### config.mk
export PLATFORM = sky130hd
export DESIGN_NAME = mem_access_stage
export DESIGN_NICKNAME = d
export VERILOG_FILES = /design/src/rtl/pipeline_pkg.sv /design/src/rtl/mem_timeout_counter.sv /design/src/rtl/mem_access_stage.sv
export SDC_FILE = /design/constraint.sdc
export NUM_CORES = 1
export LEC_CHECK = 0
export CAP_MARGIN = 5
export CELL_PAD_IN_SITES_DETAIL_PLACEMENT = 1
export CELL_PAD_IN_SITES_GLOBAL_PLACEMENT = 2
export CORE_MARGIN = 5
export CORE_UTILIZATION = 27
export CTS_CLUSTER_DIAMETER = 40
export CTS_CLUSTER_SIZE = 40
export DETAILED_ROUTE_END_ITERATION = 7
export GPL_ROUTABILITY_DRIVEN = 0
export PLACE_DENSITY = 0.86
export SLEW_MARGIN = 20
export SYNTH_ARGS = -nofsm -noshare
export SYNTH_HDL_FRONTEND = slang
export SYNTH_SLANG_ARGS = --single-unit
### constraint.sdc
create_clock -name Clk_In -period 2.4 [get_ports Clk_In]
set_input_delay 0.48 -clock Clk_In [delete_from_list [all_inputs] [get_ports Clk_In]]
set_output_delay 0.48 -clock Clk_In [all_outputs]
set_load 0.02 [all_outputs]
### src/rtl/pipeline_pkg.sv
// Shared pipeline definitions: instruction-class codes (opcode[6:2]) used by
// decode/execute/mem, plus the memory-stage FSM state encoding.
package pipeline_pkg;

    localparam logic [4:0] TYPE_LOAD   = 5'b00000;
    localparam logic [4:0] TYPE_IMM    = 5'b00100;
    localparam logic [4:0] TYPE_STORE  = 5'b01000;
    localparam logic [4:0] TYPE_RR     = 5'b01100;
    localparam logic [4:0] TYPE_BRANCH = 5'b11000;
    localparam logic [4:0] TYPE_MAC    = 5'b11111;

    typedef enum logic {
        ST_IDLE = 1'b0,
        ST_BUSY = 1'b1
    } mem_state_e;

    function automatic logic is_mem_type(input logic [4:0] inst_type);
        return (inst_type == TYPE_LOAD) || (inst_type == TYPE_STORE);
    endfunction

    function automatic logic is_alu_type(input logic [4:0] inst_type);
        return (inst_type == TYPE_IMM) || (inst_type == TYPE_RR);
    endfunction

endpackage

### src/rtl/mem_timeout_counter.sv
// Counts cycles spent waiting on the data memory; expired is asserted during
// the last allowed wait cycle so the FSM can abort at the following edge.
module mem_timeout_counter #(
    parameter int TIMEOUT_CYCLES = 16,
    parameter int CNT_W          = 5
) (
    input  logic clk,
    input  logic rst,
    input  logic clear,
    input  logic enable,
    output logic expired
);

    logic [CNT_W-1:0] count;

    always_ff @(posedge clk) begin
        if (rst || clear) begin
            count <= '0;
        end else if (enable) begin
            count <= count + 1'b1;
        end
    end

    // Reaching TIMEOUT_CYCLES at the next edge means this is the final wait cycle.
    assign expired = (count == CNT_W'(TIMEOUT_CYCLES - 1));

endmodule

### src/rtl/mem_access_stage.sv
// Pipeline MEM stage: retires ALU/branch results in one cycle and performs
// loads/stores over a req/ack handshake with a timeout, stalling upstream.
module mem_access_stage
    import pipeline_pkg::*;
#(
    parameter int TIMEOUT_CYCLES = 16,
    parameter int CNT_W          = 5
) (
    input  logic        Clk_In,
    input  logic        Reset_In,
    input  logic        Valid_In,
    input  logic [31:0] Inst_In,
    input  logic [4:0]  Inst_Type_In,
    input  logic [31:0] Result_In,
    input  logic [31:0] Operand_B_In,
    input  logic        isBranchTaken_In,
    output logic        Stall_Out,
    output logic        Mem_Req_Out,
    output logic        Mem_We_Out,
    output logic [31:0] Mem_Addr_Out,
    output logic [31:0] Mem_WData_Out,
    input  logic        Mem_Ack_In,
    input  logic [31:0] Mem_RData_In,
    output logic        WB_Valid_Out,
    output logic [31:0] WB_Inst_Out,
    output logic [4:0]  WB_Inst_Type_Out,
    output logic [31:0] WB_Data_Out,
    output logic [4:0]  WB_Rd_Out,
    output logic        WB_RegWrite_Out,
    output logic        Branch_Taken_Out,
    output logic [31:0] Branch_Target_Out,
    output logic        Mem_Error_Out
);

    mem_state_e  state;
    logic [31:0] mem_inst;
    logic [4:0]  mem_type;
    logic        expired;

    mem_timeout_counter #(
        .TIMEOUT_CYCLES(TIMEOUT_CYCLES),
        .CNT_W         (CNT_W)
    ) u_timeout (
        .clk    (Clk_In),
        .rst    (Reset_In),
        .clear  (state != ST_BUSY),
        .enable (state == ST_BUSY),
        .expired(expired)
    );

    assign Stall_Out = (state == ST_BUSY);

    always_ff @(posedge Clk_In) begin
        if (Reset_In) begin
            state             <= ST_IDLE;
            mem_inst          <= '0;
            mem_type          <= '0;
            Mem_Req_Out       <= 1'b0;
            Mem_We_Out        <= 1'b0;
            Mem_Addr_Out      <= '0;
            Mem_WData_Out     <= '0;
            WB_Valid_Out      <= 1'b0;
            WB_Inst_Out       <= '0;
            WB_Inst_Type_Out  <= '0;
            WB_Data_Out       <= '0;
            WB_Rd_Out         <= '0;
            WB_RegWrite_Out   <= 1'b0;
            Branch_Taken_Out  <= 1'b0;
            Branch_Target_Out <= '0;
            Mem_Error_Out     <= 1'b0;
        end else begin
            WB_Valid_Out     <= 1'b0;
            Branch_Taken_Out <= 1'b0;
            Mem_Error_Out    <= 1'b0;
            case (state)
                ST_IDLE: begin
                    if (Valid_In && is_mem_type(Inst_Type_In)) begin
                        mem_inst      <= Inst_In;
                        mem_type      <= Inst_Type_In;
                        Mem_Req_Out   <= 1'b1;
                        Mem_We_Out    <= (Inst_Type_In == TYPE_STORE);
                        Mem_Addr_Out  <= Result_In;
                        Mem_WData_Out <= Operand_B_In;
                        state         <= ST_BUSY;
                    end else if (Valid_In) begin
                        WB_Valid_Out     <= 1'b1;
                        WB_Inst_Out      <= Inst_In;
                        WB_Inst_Type_Out <= Inst_Type_In;
                        WB_Data_Out      <= Result_In;
                        WB_Rd_Out        <= Inst_In[11:7];
                        WB_RegWrite_Out  <= is_alu_type(Inst_Type_In) && (Inst_In[11:7] != 5'd0);
                        if ((Inst_Type_In == TYPE_BRANCH) && isBranchTaken_In) begin
                            Branch_Taken_Out  <= 1'b1;
                            Branch_Target_Out <= Result_In;
                        end
                    end
                end
                ST_BUSY: begin
                    // Ack takes priority over a timeout landing in the same cycle.
                    if (Mem_Ack_In || expired) begin
                        Mem_Req_Out      <= 1'b0;
                        WB_Valid_Out     <= 1'b1;
                        WB_Inst_Out      <= mem_inst;
                        WB_Inst_Type_Out <= mem_type;
                        WB_Rd_Out        <= mem_inst[11:7];
                        state            <= ST_IDLE;
                        if (!Mem_Ack_In) begin
                            Mem_Error_Out   <= 1'b1;
                            WB_Data_Out     <= '0;
                            WB_RegWrite_Out <= 1'b0;
                        end else if (Mem_We_Out) begin
                            WB_Data_Out     <= '0;
                            WB_RegWrite_Out <= 1'b0;
                        end else begin
                            WB_Data_Out     <= Mem_RData_In;
                            WB_RegWrite_Out <= (mem_inst[11:7] != 5'd0);
                        end
                    end
                end
                default: state <= ST_IDLE;
            endcase
        end
    end

endmodule
### Congestion heat map

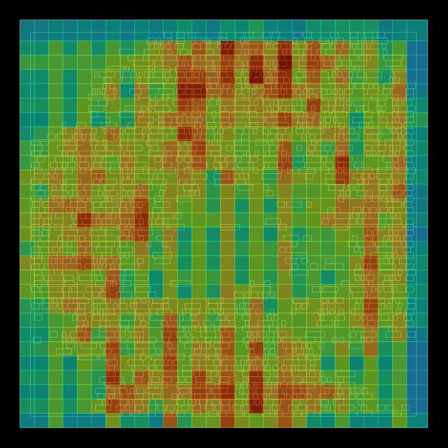
share of the core filled with cells in the final layout: 42.2%
met1 track demand over resource in global routing: 26.2%
met3 Use GR: 4.50%
total track usage: 19.4%

### The metal 4 layer

Scale: 2 px per µm. Supply wires on this layer in grey.
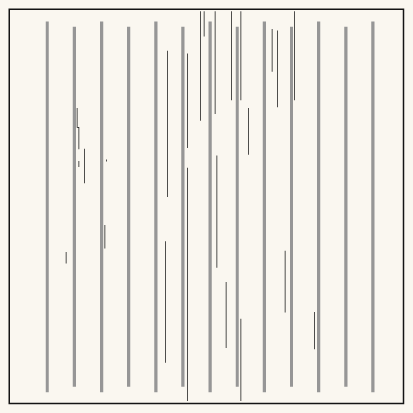
longest straight run: 116 µm
main direction: vertical
wire length on this layer: 866 µm
total wire length after detailed routing: 39.5 mm
via count: 9439

### Wiring heat map

Scale: 2 px per µm. The die is cut into 39 by 39 equal tiles; white is low, dark blue is high, scaled to the fullest tile. Values are wire area over tile area, all layers added.
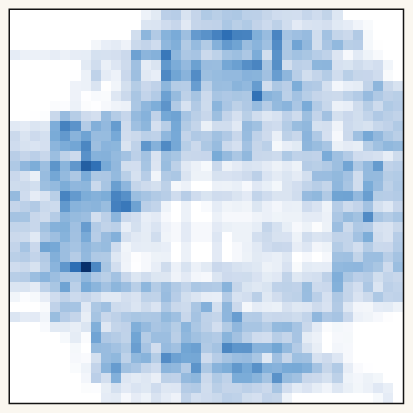
nearly empty tiles: 14%
mean over tiles: 0.16
emptiest ninth of the die: north-west
average wire per cell in the routed design: 22.1 µm

flip-flops by register name (all words and copies together), names as in the netlist, 5 cells and up:
name               cells
Mem_Addr_Out          32
mem_inst              32
mem_type               5
WB_Data_Out           32
Mem_WData_Out         32
WB_Inst_Type_Out       5
WB_Inst_Out           32
Branch_Target_Out     32
u_timeout.count        5
metal layers:
| metal | global-route usage (%) | up-vias | wire length, µm |
|---|---|---|---|
| met5 | 0 | - | 27 |
| met4 | 4.71 | 4 | 865 |
| met2 | 31.6 | 282 | 18600 |
| met1 | 26.2 | 4703 | 17800 |
| met3 | 4.50 | 53 | 2180 |
| li1 | - | 4397 | - |
power groups by stage:
stage | clock network (W) | registers, W | logic, W
global placement | 0 | 0.00383 | 0.00140
detailed placement | 0 | 0.00383 | 0.00142
global route | 0.00590 | 0.00377 | 0.00150
floorplan | 0 | 0.00395 | 0.000540
CTS | 0.00572 | 0.00376 | 0.00143
finish | 0.00558 | 0.00376 | 0.00142
cells in the mapped netlist:
library cell / n
clkbuf_1: 111
nand4_1: 33
xor2_1: 1
mux2i_1: 36
nor2b_1: 35
or4_1: 3
nand3_1: 98
and3_1: 2
buf_1: 7
o31ai_1: 32
xnor2_1: 1
or3_1: 1
a311oi_1: 1
nor2_1: 8
nor3b_2: 1
buf_2: 4
and3b_1: 1
buf_6: 8
buf_4: 5
a211oi_1: 70
nor3_2: 1
or3b_1: 1
nand2_1: 2
a211oi_2: 69
nand2b_1: 2
inv_1: 3
o21a_1: 1
ha_1: 2
o211ai_1: 1
dfxtp_1: 214
a21oi_1: 165
or4bb_1: 1
a21o_1: 1
nor3b_1: 6
o21ai_0: 99
cell families (layout without fill, tap and decap cells):
logic type | Yosys count | after routing | synth area share (%)
AND-OR/OR-AND | 439 | 439 | 31.8
flip-flops | 214 | 214 | 45.7
AND/OR/NAND/NOR | 195 | 195 | 11.8
buffers and inverters | 138 | 444 | 6.42
multiplexers | 36 | 36 | 3.84
adder cells (fa/ha/maj) | 2 | 2 | 0.267
XOR/XNOR | 2 | 2 | 0.187
other | 0 | 1 | 0
cell type report:
cell class | count | area share [%]
multi-input cells | 674 | 31.3
clock inverters | 24 | 1.57
diodes | 1 | 0.0172
flip-flops and latches | 214 | 29.5
repair buffers | 367 | 25.8
inverters | 3 | 0.0776
clock buffers | 50 | 7.78
well taps | 455 | 3.92
stage by stage:
step | hold WS (ns) | total power, W | cell area (µm²)
after floorplan | 0.418 | 0.00449 | 9370
after global placement | 0.428 | 0.00524 | 13200
after detailed placement | 0.445 | 0.00525 | 13200
after CTS | 0.452 | 0.0109 | 14500
after global routing | 0.481 | 0.0112 | 14500
final | 0.447 | 0.0108 | 14500
final timing paths:
check / start / cells after the start / end / slack (ns)
hold reg to reg: u_timeout.count[0] / 1 / u_timeout.count[0] / 0.45
setup reg to reg: u_timeout.count[0] / 7 / WB_Data_Out[14] / 0.40
hold / removal: u_timeout.count[0] / 1 / u_timeout.count[0] / 0.45
setup / recovery: Stall_Out / 1 / Stall_Out / 0.15
==> results_slide.txt <==
Physical Implementation Snapshot

Run status
  – Run status: finished clean

Min path
  – Type of the worst min-delay path: reg -> reg

Power
  – Clock group share of total power: 51.9%
  – Internal: 0.00792 W
  – Maximum VDD drop: 513 µV
  – Gate power share: 13.2%

Worst setup path
  – Crit start category: flip-flop
  – WP buf/inv: 1
  – Cell type group with the largest total delay on the critical path: buffers and inverters
  – Critical path fanouts, max: 22
  – Crit Path Category: reg -> out

Final timing
  – Final-report hold violation count: 0
  – Final critical-path share of the clock period: 93.6%
  – Slew Limit Fails: 0
  – Setup Total Neg Slack: 0 ns
  – Unrepaired setup endpoints after global routing: no

Placed design
  – Count of input and output buffers: 314
  – DPL Wire Length: 26.5 mm
  – Worst slack, placed: -0.204 ns

Synth
  – Yosys warning total: 0
  – Avg Cell Area, Syn: 9.14 µm²
  – Synthesized netlist cell count: 1026
  – Yosys Chip Area: 0.00937 mm²
  – Largest cells by area after synthesis: dfxtp_1, a211oi_2, a21oi_1
  – Number of library cell types mapped by synthesis: 35
  – Cell type with the largest total area after synthesis: dfxtp_1
  – Top-area cell share: 45.7%

CTS
  – Clk pin slew, worst setup/hold paths: 0.05 ns
  – Post-CTS Repair Setup Buffers: 0
  – H-tree depth: 2
  – Number of hold buffers added after cts: 0
  – CTS sink cnt: 214
  – Max Buffers Root-to-Sink: 3
  – Skew-Pair Late Insertion Delay: 0.51 ns
  – TritonCTS clock tree: built
  – Post-cts repair resize count: 0

Floorplanning
  – Standard-cell rows: 68
  – Count of boundary I/O pins: 315
  – Horizontal die dimension: 196 µm
  – Die height: 196 µm
  – Area of the core region: 0.0344 mm²

Layout
  – Dominant logic cell type in the layout: clkdlybuf4s50_1
  – Sequential cell area: 0.00429 mm²
  – Area taken by multi-input logic gates: 0.00454 mm²
  – Leading cell types in the layout, fill and taps excluded: clkdlybuf4s50_1, dfxtp_1, a21oi_1

Global routing
  – Wire length of the first global-routing pass: 60.4 mm

Run
  – Log Warnings: 26

Drt
  – DRC violations left: 0
Power and IR drop assume default switching activity.
